### src/rtl/muldiv_seq_pkg.sv
// Shared types, encodings and ALU-drive helper for the muldiv_seq sequencer.
// ALU opcode values mirror the ALU_* encodings of the datapath's ctrl_encode_def.v.
package muldiv_seq_pkg;

    localparam int unsigned MDS_ITERS = 32;
    localparam int unsigned MDS_W     = 32;
    localparam int unsigned MDS_OPW   = 4;

    localparam logic [MDS_OPW-1:0] ALU_NOP = 4'b0000;
    localparam logic [MDS_OPW-1:0] ALU_ADD = 4'b0001;
    localparam logic [MDS_OPW-1:0] ALU_SUB = 4'b0010;

    typedef enum logic [2:0] {
        MDS_IDLE = 3'd0,
        MDS_MUL  = 3'd1,
        MDS_DIV  = 3'd2,
        MDS_FIX  = 3'd3,
        MDS_DONE = 3'd4
    } mds_state_t;

    typedef struct packed {
        logic               own;
        logic [MDS_W-1:0]   a;
        logic [MDS_W-1:0]   b;
        logic [MDS_OPW-1:0] op;
    } alu_drive_t;

    // ALU request for a given state and register contents (acc = P_hi/R, lor = P_lo/Q, opnd = M/D)
    function automatic alu_drive_t mds_alu_drive(
        input mds_state_t       st,
        input logic [MDS_W-1:0] acc,
        input logic [MDS_W-1:0] lor,
        input logic [MDS_W-1:0] opnd
    );
        alu_drive_t d;
        d.own = 1'b0;
        d.a   = '0;
        d.b   = '0;
        d.op  = ALU_NOP;
        case (st)
            MDS_MUL: begin
                d.own = 1'b1;
                d.a   = acc;
                d.b   = opnd;
                d.op  = lor[0] ? ALU_ADD : ALU_NOP;
            end
            MDS_DIV: begin
                d.own = 1'b1;
                d.a   = {acc[MDS_W-2:0], lor[MDS_W-1]};
                d.b   = opnd;
                d.op  = ALU_SUB;
            end
            MDS_FIX: begin
                d.own = 1'b1;
                d.a   = '0;
                d.b   = lor;
                d.op  = ALU_SUB;
            end
            default: ;
        endcase
        return d;
    endfunction

endpackage

### src/rtl/muldiv_step.sv
// Combinational per-iteration update for shift-add multiply and restoring divide,
// consuming the shared ALU's result for the current iteration.
module muldiv_step
    import muldiv_seq_pkg::*;
(
    input  logic             is_div,
    input  logic [MDS_W-1:0] acc,
    input  logic [MDS_W-1:0] lor,
    input  logic [MDS_W-1:0] alu_c,
    output logic [MDS_W-1:0] acc_nx_c,
    output logic [MDS_W-1:0] lor_nx_c
);

    logic [MDS_W-1:0] s;
    logic             carry;
    logic             ge;

    always_comb begin
        s     = {acc[MDS_W-2:0], lor[MDS_W-1]};
        carry = lor[0] & (alu_c < acc);
        // with a non-zero divisor, a wrapped difference is always larger than s
        ge    = acc[MDS_W-1] | (alu_c <= s);
        if (is_div) begin
            acc_nx_c = ge ? alu_c : s;
            lor_nx_c = {lor[MDS_W-2:0], ge};
        end else begin
            acc_nx_c = {carry, alu_c[MDS_W-1:1]};
            lor_nx_c = {alu_c[0], lor[MDS_W-1:1]};
        end
    end

endmodule

### src/rtl/muldiv_seq.sv
// Iterative 32-bit multiply/divide sequencer borrowing the shared execute-stage ALU.
// Optional signed support (magnitude conversion + FIX cycle) under `MULDIV_SIGNED_EN.
module muldiv_seq
    import muldiv_seq_pkg::*;
#(
    parameter int unsigned ITERS = MDS_ITERS
) (
    input  logic               clk,
    input  logic               rstn,
    input  logic               start,
    input  logic               flush,
    input  logic               op_div,
    input  logic               op_signed,
    input  logic [MDS_W-1:0]   opa,
    input  logic [MDS_W-1:0]   opb,
    output logic               busy,
    output logic               done,
    output logic [MDS_W-1:0]   hi,
    output logic [MDS_W-1:0]   lo,
    output logic               alu_own,
    output logic [MDS_W-1:0]   alu_a,
    output logic [MDS_W-1:0]   alu_b,
    output logic [MDS_OPW-1:0] alu_op,
    input  logic [MDS_W-1:0]   alu_c
);

    localparam int unsigned CW = $clog2(ITERS);

    mds_state_t       state, state_nx;
    logic [MDS_W-1:0] acc, acc_nx;
    logic [MDS_W-1:0] lor, lor_nx;
    logic [MDS_W-1:0] opnd, opnd_nx;
    logic [CW-1:0]    cnt, cnt_nx;
    logic [MDS_W-1:0] step_acc, step_lor;
    logic [MDS_W-1:0] opa_m, opb_m;
    logic             step_div;
    logic             last_iter;
    alu_drive_t       drv_nx;

`ifdef MULDIV_SIGNED_EN
    logic a_neg, b_neg;
    logic fix_q, fix_nx;
    logic sgn_res, sgn_res_nx;
    logic sgn_rem, sgn_rem_nx;
    logic div_q, div_q_nx;

    // operand magnitudes are formed locally so the ALU is only needed for iterations
    assign a_neg = op_signed & opa[MDS_W-1];
    assign b_neg = op_signed & opb[MDS_W-1];
    assign opa_m = a_neg ? (~opa + MDS_W'(1)) : opa;
    assign opb_m = b_neg ? (~opb + MDS_W'(1)) : opb;
`else
    logic unused_op_signed;
    assign unused_op_signed = op_signed;
    assign opa_m = opa;
    assign opb_m = opb;
`endif

    assign step_div  = (state == MDS_DIV);
    assign last_iter = (cnt == CW'(ITERS - 1));

    muldiv_step u_step (
        .is_div   (step_div),
        .acc      (acc),
        .lor      (lor),
        .alu_c    (alu_c),
        .acc_nx_c (step_acc),
        .lor_nx_c (step_lor)
    );

    always_ff @(posedge clk or negedge rstn) begin
        if (!rstn) state <= MDS_IDLE;
        else       state <= state_nx;
    end

    // next state and next datapath register values
    always_comb begin
        state_nx = state;
        acc_nx   = acc;
        lor_nx   = lor;
        opnd_nx  = opnd;
        cnt_nx   = cnt;
`ifdef MULDIV_SIGNED_EN
        fix_nx     = fix_q;
        sgn_res_nx = sgn_res;
        sgn_rem_nx = sgn_rem;
        div_q_nx   = div_q;
`endif
        unique case (state)
            MDS_IDLE: begin
                if (start) begin
                    cnt_nx = '0;
`ifdef MULDIV_SIGNED_EN
                    fix_nx     = op_signed;
                    sgn_res_nx = a_neg ^ b_neg;
                    sgn_rem_nx = a_neg;
                    div_q_nx   = op_div;
`endif
                    if (op_div && (opb == '0)) begin
                        state_nx = MDS_DONE;
                        acc_nx   = opa;
                        lor_nx   = '1;
`ifdef MULDIV_SIGNED_EN
                        fix_nx   = 1'b0;
`endif
                    end else if (op_div) begin
                        state_nx = MDS_DIV;
                        acc_nx   = '0;
                        lor_nx   = opa_m;
                        opnd_nx  = opb_m;
                    end else begin
                        state_nx = MDS_MUL;
                        acc_nx   = '0;
                        lor_nx   = opb_m;
                        opnd_nx  = opa_m;
                    end
                end
            end
            MDS_MUL, MDS_DIV: begin
                acc_nx = step_acc;
                lor_nx = step_lor;
                cnt_nx = cnt + CW'(1);
                if (last_iter) begin
`ifdef MULDIV_SIGNED_EN
                    state_nx = fix_q ? MDS_FIX : MDS_DONE;
`else
                    state_nx = MDS_DONE;
`endif
                end
            end
            MDS_FIX: begin
`ifdef MULDIV_SIGNED_EN
                // ALU computes 0 - lor; the high word is negated here with the borrow
                state_nx = MDS_DONE;
                if (sgn_res) lor_nx = alu_c;
                if (div_q) begin
                    if (sgn_rem) acc_nx = ~acc + MDS_W'(1);
                end else if (sgn_res) begin
                    acc_nx = ~acc + MDS_W'(lor == '0);
                end
`else
                state_nx = MDS_IDLE;
`endif
            end
            MDS_DONE: state_nx = MDS_IDLE;
            default:  state_nx = MDS_IDLE;
        endcase
        if (flush) state_nx = MDS_IDLE;
    end

    always_ff @(posedge clk or negedge rstn) begin
        if (!rstn) begin
            acc  <= '0;
            lor  <= '0;
            opnd <= '0;
            cnt  <= '0;
        end else begin
            acc  <= acc_nx;
            lor  <= lor_nx;
            opnd <= opnd_nx;
            cnt  <= cnt_nx;
        end
    end

`ifdef MULDIV_SIGNED_EN
    always_ff @(posedge clk or negedge rstn) begin
        if (!rstn) begin
            fix_q   <= 1'b0;
            sgn_res <= 1'b0;
            sgn_rem <= 1'b0;
            div_q   <= 1'b0;
        end else begin
            fix_q   <= fix_nx;
            sgn_res <= sgn_res_nx;
            sgn_rem <= sgn_rem_nx;
            div_q   <= div_q_nx;
        end
    end
`endif

    assign drv_nx = mds_alu_drive(state_nx, acc_nx, lor_nx, opnd_nx);

    // status, results and ALU drive are registered from next-cycle values
    always_ff @(posedge clk or negedge rstn) begin
        if (!rstn) begin
            busy    <= 1'b0;
            done    <= 1'b0;
            hi      <= '0;
            lo      <= '0;
            alu_own <= 1'b0;
            alu_a   <= '0;
            alu_b   <= '0;
            alu_op  <= ALU_NOP;
        end else begin
            busy    <= (state_nx != MDS_IDLE);
            done    <= (state_nx == MDS_DONE);
            alu_own <= drv_nx.own;
            alu_a   <= drv_nx.a;
            alu_b   <= drv_nx.b;
            alu_op  <= drv_nx.op;
            if (state_nx == MDS_DONE) begin
                hi <= acc_nx;
                lo <= lor_nx;
            end
        end
    end

endmodule
### config.mk
export PLATFORM = sky130hd
export DESIGN_NAME = muldiv_seq
export DESIGN_NICKNAME = d
export VERILOG_FILES = /design/src/rtl/muldiv_seq_pkg.sv /design/src/rtl/muldiv_step.sv /design/src/rtl/muldiv_seq.sv
export SDC_FILE = /design/constraint.sdc
export NUM_CORES = 1
export LEC_CHECK = 0
export CAP_MARGIN = 20
export CORE_MARGIN = 2
export CORE_UTILIZATION = 55
export DETAILED_ROUTE_END_ITERATION = 7
export HOLD_SLACK_MARGIN = 0.03
export PLACE_DENSITY = 0.94
export SYNTH_ARGS = -nofsm -noshare
export SYNTH_HDL_FRONTEND = slang
export SYNTH_SLANG_ARGS = --single-unit
### constraint.sdc
create_clock -name clk -period 7.11 [get_ports clk]
set_clock_uncertainty 0.05 [all_clocks]
set_input_delay 1.7775 -clock clk [delete_from_list [all_inputs] [get_ports clk]]
set_output_delay 1.7775 -clock clk [all_outputs]
set_load 0.01 [all_outputs]
==> summary.txt, run 1 <==
The layout was made with Yosys and OpenROAD.

Final hold analysis gives a worst-case slack of 0.432 ns. The sum of routed wire segments on met1 is 16,200 microns. After synthesis, the share of cell area in mux cells is 0.0541. The stage delay of the slowest cell on the critical path is 0.61 ns. The final-layout setup total negative slack is 0 ns. The maximum vdd ir drop is 0.000243 V. Per the cell usage report, the commonest logic cell in the layout is dfrtp_1.

In this run, post-CTS repair resized a total of 0 instances. The cell area after layout is 0.0169 sq mm. The report lists the power per cell area as 251 mW/mm^2.

Entering global routing, the biggest net connects 112 pins. The count of routing violations after the opening detailed-route iteration is 1,209. The combinational family with the most area after synthesis is AND-OR/OR-AND gates.

Per the synth log, the flip-flop and latch total comes to 237. Ranked by total cell area, the synthesized netlist is headed by dfrtp_1, ha_1, a31oi_4. The detail route stage leaves a number of antenna-violating nets equal to 0. Looking at the critical path, the single cell with the biggest stage delay is inv_2. Per the synthesis report, the dominant area consumer among library cells is dfrtp_1. On the critical path the largest part of the delay comes from buffers and inverters.

The leakage power in the latest report is 6.99 nW. Per the repair_timing log after CTS, setup buffers inserted total 0. The cell-mix breakdown from Yosys lists the compound-gate area share as 0.265. Of all nets on the critical path, the largest fanout is 36.

The synthesized area is 0.0135 sq mm. The final worst slack is 1.53 ns. The HPWL after detailed placement is 27,900 microns. The non-clock buffer instance count of the final layout is 257. The data arrival time of the worst path is 5.94 ns. The net count of the finished layout is 1,659.

Dividing the detail-routed via count by the number of cells gives 6.42. The finished layout holds 1,833 standard cells, fillers aside. Static timing analysis puts the maximum clock frequency at 0.179 GHz. For this run, the register share of the synthesized area comes to 0.438. CTS placed an instance of clkbuf_16 at the clock tree root. The leading cell category by total area is multi-input combinational cells.

Per the layout area report, the sequential fraction of cell area is 0.351. Summed over all combinational cells, the power is 1.17 mW. 0 antenna diodes ended up in the layout. The critical register-to-register path startpoint is state[1]. The detailed router placed 11,766 vias in this run. The post-synth tally of flip-flops with integrated enable is 0. The transition at the pin with the smallest max-transition slack is 1.12 ns. In the synthesized netlist the async set-or-reset flop fraction comes to 1.00. The buffer-and-inverter tally for the worst setup path is 5.

There are 237 flip-flops and latches. The flow ran to the end, and the final reports show no timing, DRC or antenna violations. The endpoint of the most critical register-to-register path is lo[20]. The type recorded for the worst min-delay path is reg -> reg. STA lists the startpoint of the worst hold path as lo[31]. Per the OpenROAD timing report, the critical path contains 11 cells. Fill cells in the final layout number 1,735. In the Yosys report the total cell count is 1,311. Of the total power, the share spent switching nets is 0.324.

Headroom to the max-slew limit came out at 0.251. The wire length of the first global-routing pass is 64,800 microns. The post-synthesis cell count is 1,311. The post-synthesis to final-layout area growth is 25.0%. For this run, global-route usage on met1 was measured as 0.411.

The proportion of power drawn by the clock network is 0.333. The adder and majority gate portion of the synthesized area is 0.0601. The average instance in the mapped netlist occupies 10.3 sq um. The switching component of the power was reported as 1.38 mW. The flow reports power dissipated in the clock network as 1.42 mW.

The number of top-level pins is 237. Of the total power, combinational logic draws 0.276. The count of buffers from port buffering is 233. The total cell area reported by yosys after synthesis is 0.0135 sq mm. Across all stage logs, warnings added up to 29. Along the worst hold path, the cell count comes to 2. For hold timing, the worst endpoint is lo[31]. The final number of hold-violating endpoints is 0.

The initial antenna violation count is 1. Per the final report, the share of cell area in clock cells is 0.0526.
Fig. 1: run 1, floorplan with the power grid
Drawn at 3 px/micron. Pins as bars on the die edge.
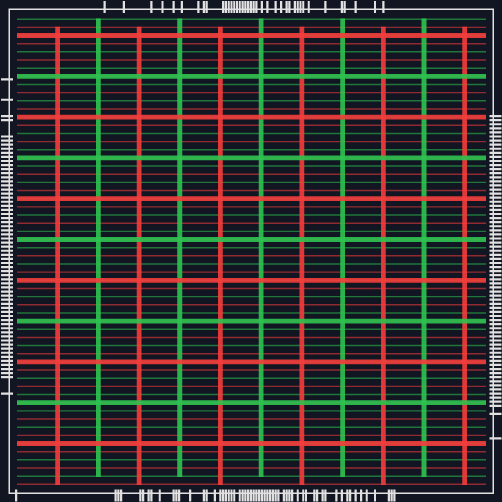
Red is VSS. Green is VDD.
11 straps on met4. 237 signal pins sit on the boundary.
die boundary width: 161 microns
core area: 0.0242 sq mm

Fig. 2: run 1, clock wires, drivers and flops
Drawn at 4 px/micron.
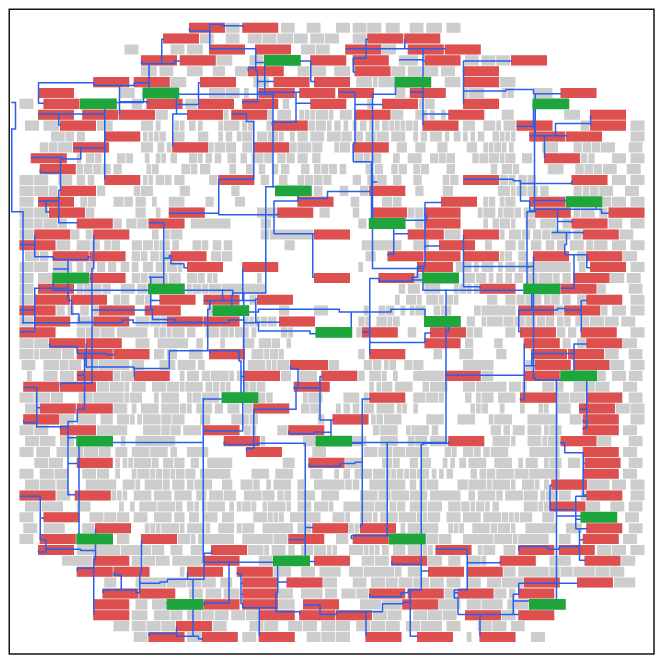
Green is clock-net drivers, count 25. Blue is clock wires, length 3,100 microns. Red is flip-flops, count 237.
There are 26 routed clock nets. Position of the flops: widely spread.

Fig. 3: run 1, track usage over the die
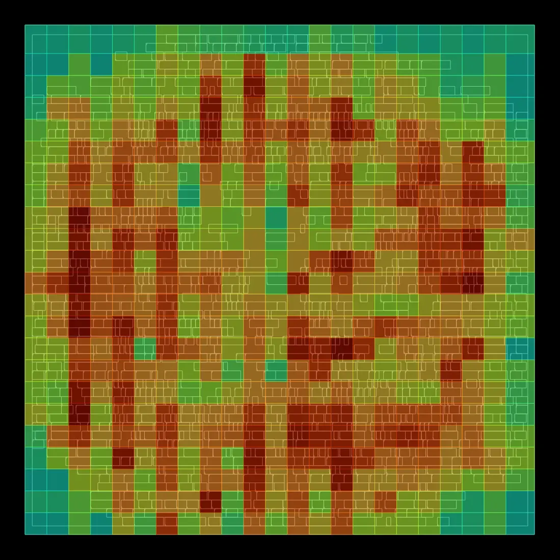
GRT busiest layer: met2
GRT met2 Usage: 0.495

Fig. 4: run 1, local utilization
Drawn at 1.5 px/micron. 16 x 16 tiles, from white (low) to dark blue (high), 0 to 100% covered.
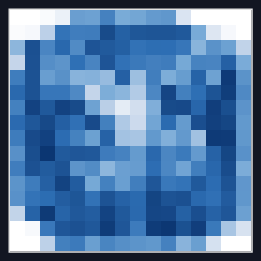
40% of the tiles are over 75% full. 4.7% of the tiles are nearly empty. The fullest tile reaches 98%.
FP Util: 0.558
Post-Route Utilization: 0.698

Fig. 5: run 1, the metal 4 layer
Drawn at 2 px/micron.
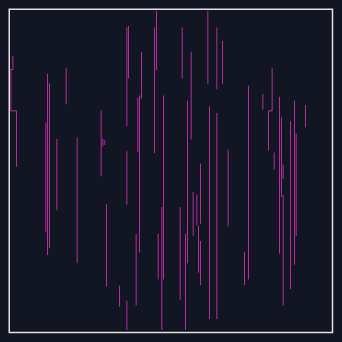

## Run 2: what changed since run 1
--- a/config.mk
+++ b/config.mk
@@ -7,10 +7,10 @@
 export LEC_CHECK = 0
 export CAP_MARGIN = 20
 export CORE_MARGIN = 2
-export CORE_UTILIZATION = 55
+export CORE_UTILIZATION = 49
 export DETAILED_ROUTE_END_ITERATION = 7
 export HOLD_SLACK_MARGIN = 0.03
-export PLACE_DENSITY = 0.94
+export PLACE_DENSITY = 0.89
 export SYNTH_ARGS = -nofsm -noshare
 export SYNTH_HDL_FRONTEND = slang
 export SYNTH_SLANG_ARGS = --single-unit
==> constraint.sdc (replaced) <==
create_clock -name clk -period 5 [get_ports clk]
set_clock_uncertainty 0.05 [all_clocks]
set_input_delay 1.25 -clock clk [delete_from_list [all_inputs] [get_ports clk]]
set_output_delay 1.25 -clock clk [all_outputs]
set_load 0.01 [all_outputs]
Fig. 6: run 2, the metal 4 layer
Drawn at 2 px/micron.
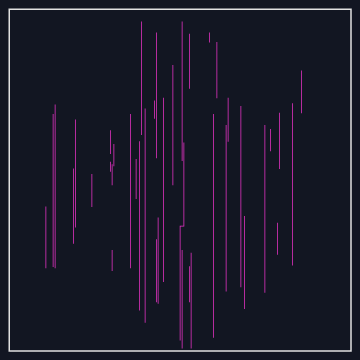
The wires run mostly vertical. The longest straight run is 112 microns. The layer carries 1,920 microns of wire.

==> summary.txt, run 2 <==
The layout was made with Yosys and OpenROAD.

The run finished with clean final reports. For this run, the script counts the antenna cells in the layout as 2. Of the total power, combinational logic draws 0.266. Summing all non-filler instances in the final layout gives an area of 0.0171 sq mm. The arrival time of data at the worst endpoint is listed as 4.47 ns. The number of vias in the routed layout is 11,550.

The number of flip-flops and latches is 237. In the global route stage, met1 resource usage came out at 0.384. The post-cts resize count is 0.

The minimum hold slack is 0.436 ns. The highest clock rate is 0.242 GHz. Per the run report, area growth between synthesis and finish was 26.4%. The worst hold path terminates at lo[31].

The remaining number of nets flagged by the antenna check after routing is 0. The critical register-to-register path startpoint is state[0]. Entering global routing, the biggest net connects 123 pins.

The clock tree cell share of total cell area is 0.0596. The net switching component of the power is 1.98 mW. dfrtp_1 takes more of the synthesized area than any other cell. The power per unit of standard cell area is 366 mW/mm^2.

The detailed-route vias per instance is 6.20. In the floorplan report the effective utilization is 0.501. According to the dpl log, the detail-placed design has an HPWL of 28,400 microns. The cell-mix breakdown from Yosys lists the compound-gate area share as 0.265. Of the total synthesized cell area, the portion taken by full adders, half adders and majority gates is 0.0601. The pin closest to its max-slew limit shows a slew of 1.12 ns.

The clock group total power is 2.23 mW. The maximum vdd ir drop is 0.000277 V. Summing all multiplexer cells gives an area fraction of 0.0541.

The script computed the net switching share of total power as 0.316. The combinational family with the most area after synthesis is AND-OR/OR-AND gates. The number of top-level pins is 237.

The initial antenna violation count was 1. The finished layout holds 1,864 standard cells, fillers aside. Yosys attributes the largest share of cell area to dfrtp_1, ha_1, a31oi_4. met2 is the most crowded layer. The number of standard cells reported by yosys is 1,311. For the combinational group, total power comes out at 1.67 mW. The maximum fanout along the worst path is 32.

The placeable core region is 0.0270 sq mm. The post-synth tally of flip-flops with integrated enable is 0. The first global-routing pass estimated 65,200 microns of wire. Counting flops and latches in the post-synthesis netlist gives 237. The worst-case max-slew headroom was logged as 0.255. The final number of hold-violating endpoints is 0. The post-synthesis cell count is 1,311. After detailed routing, the wire length on met1 is 17,100 microns.

Of the synthesized area, sequential elements account for 0.438. The most frequently placed logic cell in the final layout is dfrtp_1. The die span in x is 170 microns.

Among cell families on the critical path, the largest total delay comes from AND-OR/OR-AND gates. The layout report gives the register share of total cell area as 0.347. The final-layout setup total negative slack is 0 ns.

Per the area breakdown, the dominant cell category is multi-input combinational cells. The classification of the worst-slack hold path is reg -> reg. The non-clock buffer instance count of the final layout is 264. The number of setup buffers added after CTS is 0. The endpoint of the most critical register-to-register path is alu_b[11]. The total cell area reported by yosys after synthesis is 0.0135 sq mm. The met2 layer usage reported by global route is 0.445.

The synthesized area is 0.0135 sq mm. The stage delay of the slowest cell on the critical path is 0.61 ns.
Fig. 7: run 2, clock wires, drivers and flops
Drawn at 3 px/micron.
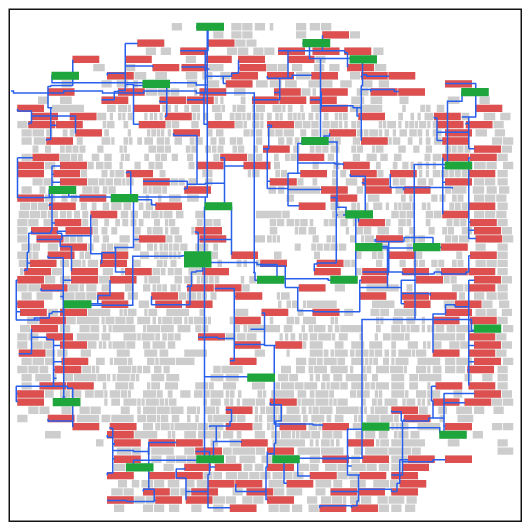

## Run 3: what changed since run 2
==> constraint.sdc (replaced) <==
create_clock -name clk -period 3.5 [get_ports clk]
set_clock_uncertainty 0.05 [all_clocks]
set_input_delay 0.875 -clock clk [delete_from_list [all_inputs] [get_ports clk]]
set_output_delay 0.875 -clock clk [all_outputs]
set_load 0.01 [all_outputs]
Fig. 8: run 3, clock wires, drivers and flops
Drawn at 3 px/micron.
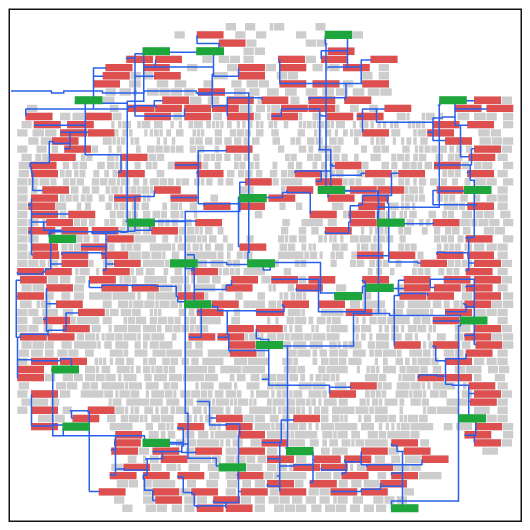
Red is flip-flops, count 237. Green is clock-net drivers, count 25. Blue is clock wires, length 3,090 microns.
There are 26 routed clock nets.

==> summary.txt, run 3 <==
The layout was made with Yosys and OpenROAD.

The flow ran to the end, and the final reports show no timing, DRC or antenna violations. The met2 layer usage reported by global route is 0.453. The adder and majority gate portion of the synthesized area is 0.0601. Setup slack on the critical path of the routed design comes to 0.139 ns. The number of vias in the routed layout is 11,989. Once layout is done, the placed cells without fillers occupy 0.0178 sq mm. The count of routing violations after the opening detailed-route iteration is 1,058.

For this run, the total global-route usage over all layers was measured as 0.293. The fraction of final cell area spent on non-clock buffers in this run is 0.197. The logic gate share of total power is 0.297.

The report shows a maximum critical-path fanout of 9. Pin placement for this block handled 237 I/O pins. The total cell area reported by yosys after synthesis is 0.0135 sq mm. The power per unit of standard cell area is 485 mW/mm^2. For this run, the register share of the synthesized area comes to 0.438. The number of flip-flops and latches in the synthesized netlist is 237. After the flow finishes, the layout carries non-filler instances totaling 1,956. The final number of hold-violating endpoints is 0. Once detailed placement completed, the half-perimeter wirelength came to 30,500 microns. Relative to the synthesized area, the layout overhead comes to 31.7%. The combinational gate power is 2.57 mW. On met1, the global router reports a usage of 0.393. The initial antenna violation count is 3. Clock tree synthesis selected as its root buffer the cell clkbuf_16. The cell type of the slowest stage on the worst timing path is or4_1. Per the repair_timing log after CTS, setup buffers inserted total 0. The endpoint of the most critical register-to-register path is lo[0]. The clock group total power is 2.71 mW. Port buffering added 233 buffers. The share of total power consumed by net switching is 0.326.

The critical path depth in cells is 11. The die is 170 microns wide. By instance count after routing, the leading logic cell type is dfrtp_1. The synthesized design spends more area on one cell type than any other, namely dfrtp_1.

The leading cell category by total area is multi-input combinational cells. The combinational family with the most area after synthesis is AND-OR/OR-AND gates. The worst path required time is 3.84 ns.

The most congested layer reported by global routing is met2. The area share of and-or/or-and cells after synthesis is 0.265. The power report puts the leakage power at 7.51 nW. Nets still carrying antenna violations after routing amount to 0. The max-slew headroom at the worst pin is 0.551. The kind of cell with the highest combined delay on the critical path is AND-OR/OR-AND gates.

The placeable core region is 0.0270 sq mm. In the final layout, excluding clock buffers the buffer count is 362. The floorplan utilization is 0.501. The filler cell count is 2,057. The OpenROAD warning count is 27. The post-route core utilization is 0.659. The number of flip-flops and latches is 237.

The worst-case IR drop observed on VDD is 0.000379 V. The layout report gives the register share of total cell area as 0.333. Looking at the max-slew report, the worst-margin pin has a slew of 0.673 ns. The synthesized area is 0.0135 sq mm. The classification of the worst-slack hold path is in -> async. The fraction of registers with async set/reset is 1.00.

Summed over all failing endpoints, the final setup total negative slack is 0 ns. The mean post-synth cell area is 10.3 sq um. The net switching component of the power is 2.82 mW. On met3, the global router reports a usage of 0.0581. For the worst setup path, the data arrival time is 3.70 ns. The maximum number of pins on one net before global-route repair is 75. Ranked by total cell area, the synthesized netlist is headed by dfrtp_1, ha_1, a31oi_4. The sum of routed wire segments on met1 is 17,100 microns. The number of standard cells reported by yosys is 1,311. The power report attributes to the clock group a share of 0.313. For this run, the script counts the antenna cells in the layout as 1.

The launch point of the worst register-to-register path is recorded as acc[20]. The post-synth tally of flip-flops with integrated enable is 0. Measured on the final layout, the clock distribution area share stands at 0.0463. The minimum hold slack is 0.253 ns. The wire length of the first global-routing pass is 66,800 microns. Per the layout report, the design carries 41 clock buffers. The post-cts resize count is 0. The stage delay of the slowest cell on the critical path is 0.53 ns.
Power figures rest on the tool's default switching activity, not on a simulated workload.
